==> config.mk <==
export PLATFORM = sky130hd
export DESIGN_NAME = plab5_mcore_resp_acc
export DESIGN_NICKNAME = d
export VERILOG_FILES = /design/src/rtl/plab5_mcore_resp_acc_pkg.sv /design/src/rtl/plab5_mcore_sec_tag_queue.sv /design/src/rtl/plab5_mcore_resp_acc.sv
export SDC_FILE = /design/constraint.sdc
export NUM_CORES = 1
export LEC_CHECK = 0
export CORE_AREA = 3 3 104 106
export CTS_CLUSTER_DIAMETER = 50
export CTS_CLUSTER_SIZE = 20
export DETAILED_ROUTE_END_ITERATION = 7
export DIE_AREA = 0 0 107 109
export DONT_BUFFER_PORTS = 1
export MAX_ROUTING_LAYER = met4
export PLACE_DENSITY = 0.63
export REMOVE_ABC_BUFFERS = 1
export SLEW_MARGIN = 20
export SYNTH_ARGS = -nofsm -noshare
export SYNTH_HDL_FRONTEND = slang
export SYNTH_SLANG_ARGS = --single-unit
==> constraint.sdc <==
create_clock -name clk -period 5.2 [get_ports clk]
set_input_delay 1.04 -clock clk [delete_from_list [all_inputs] [get_ports clk]]
set_output_delay 1.04 -clock clk [all_outputs]
set_load 0.005 [all_outputs]
==> src/rtl/plab5_mcore_resp_acc_pkg.sv <==
// ---------------------------------------------------------------------------
// plab5_mcore_resp_acc_pkg
//
// Shared definitions for the requester-side security checker:
//   - mem message field geometry (opaque offset/width inside the request and
//     response control fields, i.e. the message with the data field removed)
//   - security level constants
//   - tag queue entry width
//
// Mem message layout (MSB..LSB):
//   request  : {type, opaque, addr, len, data}
//   response : {type, opaque, len, data}
// ---------------------------------------------------------------------------
package plab5_mcore_resp_acc_pkg;

    localparam int MEM_TYPE_NBITS = 3;

    localparam logic SEC_LOW  = 1'b0;
    localparam logic SEC_HIGH = 1'b1;

    // Width of the len field: log2 of the number of bytes in a data word.
    function automatic int len_nbits(input int data_nbits);
        return $clog2(data_nbits / 8);
    endfunction

    function automatic int req_cnbits(input int opaque_nbits, input int addr_nbits,
                                      input int data_nbits);
        return MEM_TYPE_NBITS + opaque_nbits + addr_nbits + len_nbits(data_nbits);
    endfunction

    function automatic int resp_cnbits(input int opaque_nbits, input int data_nbits);
        return MEM_TYPE_NBITS + opaque_nbits + len_nbits(data_nbits);
    endfunction

    // LSB position of the opaque field within the request control field.
    function automatic int req_opaque_lsb(input int addr_nbits, input int data_nbits);
        return addr_nbits + len_nbits(data_nbits);
    endfunction

    // LSB position of the opaque field within the response control field.
    function automatic int resp_opaque_lsb(input int data_nbits);
        return len_nbits(data_nbits);
    endfunction

    // Tag entry: {opaque, security level}.
    function automatic int tag_nbits(input int opaque_nbits);
        return opaque_nbits + 1;
    endfunction

endpackage

==> src/rtl/plab5_mcore_sec_tag_queue.sv <==
// ---------------------------------------------------------------------------
// plab5_mcore_sec_tag_queue
//
// In-order circular FIFO holding one tag per outstanding request.
// The head entry is presented combinationally so the response classifier can
// compare against it in the same cycle the response arrives.
//
// Ports:
//   clk, reset          clock, asynchronous active-high reset
//   enq_val, enq_data   push request (ignored while full)
//   deq_val             pop request (ignored while empty)
//   deq_data            current head entry
//   full, empty, count  occupancy status
// ---------------------------------------------------------------------------
module plab5_mcore_sec_tag_queue #(
    parameter  int p_width       = 9,
    parameter  int p_num_entries = 4,
    localparam int ptr_nbits     = $clog2(p_num_entries),
    localparam int cnt_nbits     = ptr_nbits + 1
) (
    input  logic                 clk,
    input  logic                 reset,
    input  logic                 enq_val,
    input  logic [p_width-1:0]   enq_data,
    input  logic                 deq_val,
    output logic [p_width-1:0]   deq_data,
    output logic                 full,
    output logic                 empty,
    output logic [cnt_nbits-1:0] count
);

    logic [p_width-1:0]   mem [p_num_entries];
    logic [ptr_nbits-1:0] wr_ptr_reg;
    logic [ptr_nbits-1:0] rd_ptr_reg;
    logic [cnt_nbits-1:0] count_reg;
    logic [cnt_nbits-1:0] count_next;

    logic enq_fire;
    logic deq_fire;

    assign full     = (count_reg == cnt_nbits'(p_num_entries));
    assign empty    = (count_reg == '0);
    assign count    = count_reg;
    assign enq_fire = enq_val & ~full;
    assign deq_fire = deq_val & ~empty;
    assign deq_data = mem[rd_ptr_reg];

    always_comb begin
        count_next = count_reg;
        if (enq_fire && !deq_fire)
            count_next = count_reg + cnt_nbits'(1);
        else if (deq_fire && !enq_fire)
            count_next = count_reg - cnt_nbits'(1);
    end

    // Depth is a power of two, so pointers wrap by natural overflow.
    always_ff @(posedge clk or posedge reset) begin
        if (reset) begin
            wr_ptr_reg <= '0;
            rd_ptr_reg <= '0;
            count_reg  <= '0;
        end else begin
            if (enq_fire)
                wr_ptr_reg <= wr_ptr_reg + ptr_nbits'(1);
            if (deq_fire)
                rd_ptr_reg <= rd_ptr_reg + ptr_nbits'(1);
            count_reg <= count_next;
        end
    end

    // Storage needs no reset: entries are only read once the count covers them.
    always_ff @(posedge clk) begin
        if (enq_fire)
            mem[wr_ptr_reg] <= enq_data;
    end

endmodule

==> src/rtl/plab5_mcore_resp_acc.sv <==
// ---------------------------------------------------------------------------
// plab5_mcore_resp_acc
//
// Requester-side security checker between a core/cache port and the memory
// network. Each forwarded request is stamped with the core's security level
// and its {opaque, level} tag is queued in order. Each returning response is
// checked against the head tag:
//   - no outstanding tag        : dropped, violation
//   - level matches head level  : delivered unmodified
//   - level differs or is X     : data zeroed, opaque forced to head opaque,
//                                 violation
// Responses pass through a one-entry output register (latency 1).
//
// Optional build macro:
//   PLAB5_RESP_ACC_STRICT_OPAQUE_EN - also treat an opaque mismatch against
//   the head tag as a violation (scrubbed), even when levels match.
//
// Ports:
//   clk, reset                     clock, asynchronous active-high reset
//   core_sec_level                 issuing core's level (0 low, 1 high)
//   core_req_* / net_req_*         request path (combinational)
//   net_req_sec_level              level stamped on the forwarded request
//   net_resp_* / core_resp_*       response path (registered)
//   net_resp_sec_level             level carried by the response (may be X)
//   violation                      one-cycle pulse per violating response
//   viol_count                     saturating violation counter
//   outstanding                    occupied tag entries
// ---------------------------------------------------------------------------
module plab5_mcore_resp_acc
    import plab5_mcore_resp_acc_pkg::*;
#(
    parameter  int p_opaque_nbits = 8,
    parameter  int p_addr_nbits   = 32,
    parameter  int p_data_nbits   = 32,
    parameter  int p_num_entries  = 4,
    localparam int req_cnbits     = plab5_mcore_resp_acc_pkg::req_cnbits(p_opaque_nbits, p_addr_nbits, p_data_nbits),
    localparam int resp_cnbits    = plab5_mcore_resp_acc_pkg::resp_cnbits(p_opaque_nbits, p_data_nbits),
    localparam int cnt_nbits      = $clog2(p_num_entries) + 1
) (
    input  logic                    clk,
    input  logic                    reset,

    input  logic                    core_sec_level,

    input  logic [req_cnbits-1:0]   core_req_control,
    input  logic [p_data_nbits-1:0] core_req_data,
    input  logic                    core_req_val,
    output logic                    core_req_rdy,

    output logic [req_cnbits-1:0]   net_req_control,
    output logic [p_data_nbits-1:0] net_req_data,
    output logic                    net_req_val,
    input  logic                    net_req_rdy,
    output logic                    net_req_sec_level,

    input  logic [resp_cnbits-1:0]  net_resp_control,
    input  logic [p_data_nbits-1:0] net_resp_data,
    input  logic                    net_resp_val,
    output logic                    net_resp_rdy,
    input  logic                    net_resp_sec_level,

    output logic [resp_cnbits-1:0]  core_resp_control,
    output logic [p_data_nbits-1:0] core_resp_data,
    output logic                    core_resp_val,
    input  logic                    core_resp_rdy,

    output logic                    violation,
    output logic [7:0]              viol_count,
    output logic [cnt_nbits-1:0]    outstanding
);

    localparam int TW  = tag_nbits(p_opaque_nbits);
    localparam int ROL = req_opaque_lsb(p_addr_nbits, p_data_nbits);
    localparam int RSL = resp_opaque_lsb(p_data_nbits);

    // ------------------------------------------------------------------
    // Tag queue
    // ------------------------------------------------------------------
    logic          q_full;
    logic          q_empty;
    logic [TW-1:0] q_head;
    logic [TW-1:0] q_enq_data;
    logic          push;
    logic          pop;

    logic [p_opaque_nbits-1:0] head_opaque;
    logic                      head_level;

    assign head_opaque = q_head[TW-1:1];
    assign head_level  = q_head[0];
    assign q_enq_data  = {core_req_control[ROL +: p_opaque_nbits], core_sec_level};

    plab5_mcore_sec_tag_queue #(
        .p_width       (TW),
        .p_num_entries (p_num_entries)
    ) tag_queue (
        .clk      (clk),
        .reset    (reset),
        .enq_val  (push),
        .enq_data (q_enq_data),
        .deq_val  (pop),
        .deq_data (q_head),
        .full     (q_full),
        .empty    (q_empty),
        .count    (outstanding)
    );

    // ------------------------------------------------------------------
    // Request path: pass-through, blocked while the tag queue is full.
    // Full is the registered occupancy, so a same-cycle pop never frees a
    // slot for a same-cycle push.
    // ------------------------------------------------------------------
    assign net_req_val       = core_req_val & ~q_full;
    assign net_req_control   = q_full ? '0 : core_req_control;
    assign net_req_data      = q_full ? '0 : core_req_data;
    assign net_req_sec_level = core_sec_level;
    assign core_req_rdy      = net_req_rdy & ~q_full;
    assign push              = net_req_val & net_req_rdy;

    // ------------------------------------------------------------------
    // Response classification
    // ------------------------------------------------------------------
    logic                      core_resp_val_reg,  core_resp_val_next;
    logic [resp_cnbits-1:0]    core_resp_ctrl_reg, core_resp_ctrl_next;
    logic [p_data_nbits-1:0]   core_resp_data_reg, core_resp_data_next;
    logic                      violation_reg,      violation_next;
    logic [7:0]                viol_count_reg,     viol_count_next;

    logic                      resp_fire;
    logic                      level_ok;
    logic                      tag_ok;
    logic [resp_cnbits-1:0]    scrub_ctrl;

    assign net_resp_rdy = ~core_resp_val_reg | core_resp_rdy;
    assign resp_fire    = net_resp_val & net_resp_rdy;
    assign pop          = resp_fire & ~q_empty;

    // Case equality so an X level on the response never counts as a match.
    assign level_ok = (net_resp_sec_level === head_level);

`ifdef PLAB5_RESP_ACC_STRICT_OPAQUE_EN
    assign tag_ok = level_ok && (net_resp_control[RSL +: p_opaque_nbits] == head_opaque);
`else
    assign tag_ok = level_ok;
`endif

    // Scrubbed responses carry the head opaque so the core can still retire
    // the request it was actually waiting on.
    always_comb begin
        scrub_ctrl = net_resp_control;
        scrub_ctrl[RSL +: p_opaque_nbits] = head_opaque;
    end

    always_comb begin
        core_resp_val_next  = core_resp_val_reg & ~core_resp_rdy;
        core_resp_ctrl_next = core_resp_ctrl_reg;
        core_resp_data_next = core_resp_data_reg;
        violation_next      = 1'b0;

        if (resp_fire) begin
            if (q_empty) begin
                violation_next = 1'b1;
            end else if (tag_ok) begin
                core_resp_val_next  = 1'b1;
                core_resp_ctrl_next = net_resp_control;
                core_resp_data_next = net_resp_data;
            end else begin
                core_resp_val_next  = 1'b1;
                core_resp_ctrl_next = scrub_ctrl;
                core_resp_data_next = '0;
                violation_next      = 1'b1;
            end
        end

        viol_count_next = viol_count_reg;
        if (violation_next && (viol_count_reg != 8'hFF))
            viol_count_next = viol_count_reg + 8'd1;
    end

    always_ff @(posedge clk or posedge reset) begin
        if (reset) begin
            core_resp_val_reg  <= 1'b0;
            core_resp_ctrl_reg <= '0;
            core_resp_data_reg <= '0;
            violation_reg      <= 1'b0;
            viol_count_reg     <= 8'd0;
        end else begin
            core_resp_val_reg  <= core_resp_val_next;
            core_resp_ctrl_reg <= core_resp_ctrl_next;
            core_resp_data_reg <= core_resp_data_next;
            violation_reg      <= violation_next;
            viol_count_reg     <= viol_count_next;
        end
    end

    assign core_resp_val     = core_resp_val_reg;
    assign core_resp_control = core_resp_ctrl_reg;
    assign core_resp_data    = core_resp_data_reg;
    assign violation         = violation_reg;
    assign viol_count        = viol_count_reg;

endmodule

Figure 1. Selected gate families.
(4 px per µm)
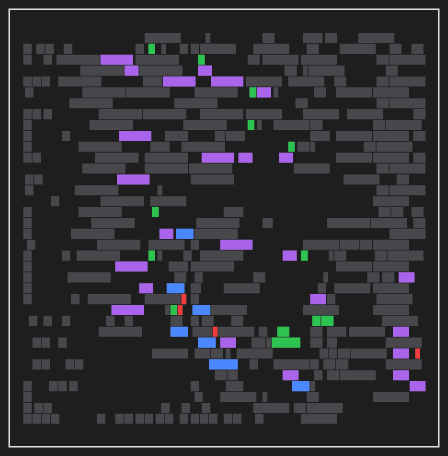
family	color	cells	most used
inverting AOI/OAI gates	green	13	o21ai_1
adder and majority cells	blue	7	ha_1
multiplexers	purple	25	mux4_2
inverters	red	4	inv_1
tally of non-filler cells in the final layout: 459
most frequently placed logic cell in the final layout: sky130_fd_sc_hd__nor2b_1
fraction of area in multi-input gates: 34.9%

==> results.txt <==
Notes on the flow run.

- The run finished with clean final reports.
- The logic depth of the worst register-to-register path is 8, for reference.
- The script computed a power per unit cell area of 566 nW/µm².
- In this run, the number of DRC markers left after iteration 0 of detailed routing was 174.
- The worst setup slack after placement is 1.86 ns, for reference.
- The remaining max-slew budget at the tightest pin is 51.8%, for reference.
- Synthesis handed over a netlist of 326 instances.
- Global routing used 19.7% of the available tracks across all layers.
- The clock period minus worst slack is 2.95 ns, for reference.
- The total area inside the core boundary comes to 9860 µm².
- According to the finish report, the design has a final net count of 456.
- STA puts the critical path data required time at 4.16 ns.
- Detailed routing placed a total of 1200 µm of wire on met3.
- The depth of the critical timing path with buffers and inverters included is 3, for reference.
- Counting tap cells, the placed design contains a total of 441 instances.
- The type recorded for the worst min-delay path is reg -> reg.
- Of all the cell area in the finished design, non-clock buffers hold 0.636%.
- The sum of net half-perimeters after detailed placement is 8840 µm, for reference.
- Hold-check failures listed in the final report amount to 0.
- After detailed routing, the number of vias per cell comes to 5.63.
- The share of cells above drive strength 1 is 11.1%, for reference.
- CTS placed an instance of sky130_fd_sc_hd__clkbuf_8 at the clock tree root.
- The count of sequential standard cells is 98, for reference.
- The placement-stage cell area is 4490 µm², for reference.
- After routing, the total negative slack on setup checks comes to 0 ns.
Figure 2. Register map, names as in the netlist.
(4 px per µm) Other sequential cells in the stronger gray, the rest of the logic in the fainter gray.
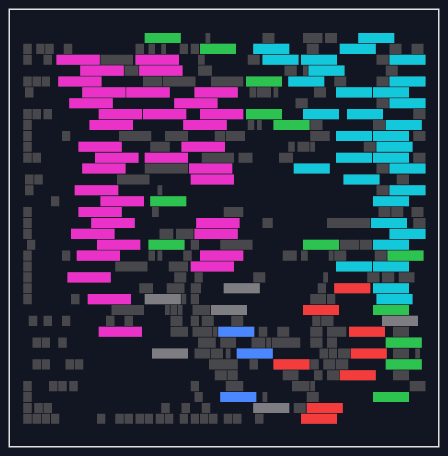
netlist name	color	sequential cells
viol_count	red	8
tag_queue.count	blue	3
tag_queue.mem	magenta	36
core_resp_control	green	13
core_resp_data	cyan	32
core utilization of the finished layout: 47.8%
area occupied by registers: 2630 µm²
sequential-cell power consumption: 0.00133 W
fraction of area in registers: 55.8%

==> power by group <==
part	internal, W	leakage, nW	switching, W
registers	0.00106	1.11	0.000267
clock network	0.000275	0.109	0.000271
logic	0.000365	0.707	0.000432
==> worst paths after layout <==
check	from	endpoint	slack, ns
worst max-delay path	tag_queue.count[0]	net_req_data[1]	2.25
worst min-delay path	core_resp_control[4]	core_resp_control[4]	0.52
worst max register to register	tag_queue.count[0]	tag_queue.count[1]	2.44
worst min register to register	core_resp_control[4]	core_resp_control[4]	0.52
max in group asynchronous	reset	core_resp_data[7]	3.72
min in group asynchronous	reset	core_resp_control[10]	0.57
==> per-stage QoR <==
step,total power [W],util [%]
detailed placement,0.00217,45.5
floorplan,0.00191,-
global placement,0.00213,45.5
finish,0.00267,47.8
global route,0.00285,47.8
CTS,0.00272,47.7
Power figures rest on the tool's default switching activity, not on a simulated workload.
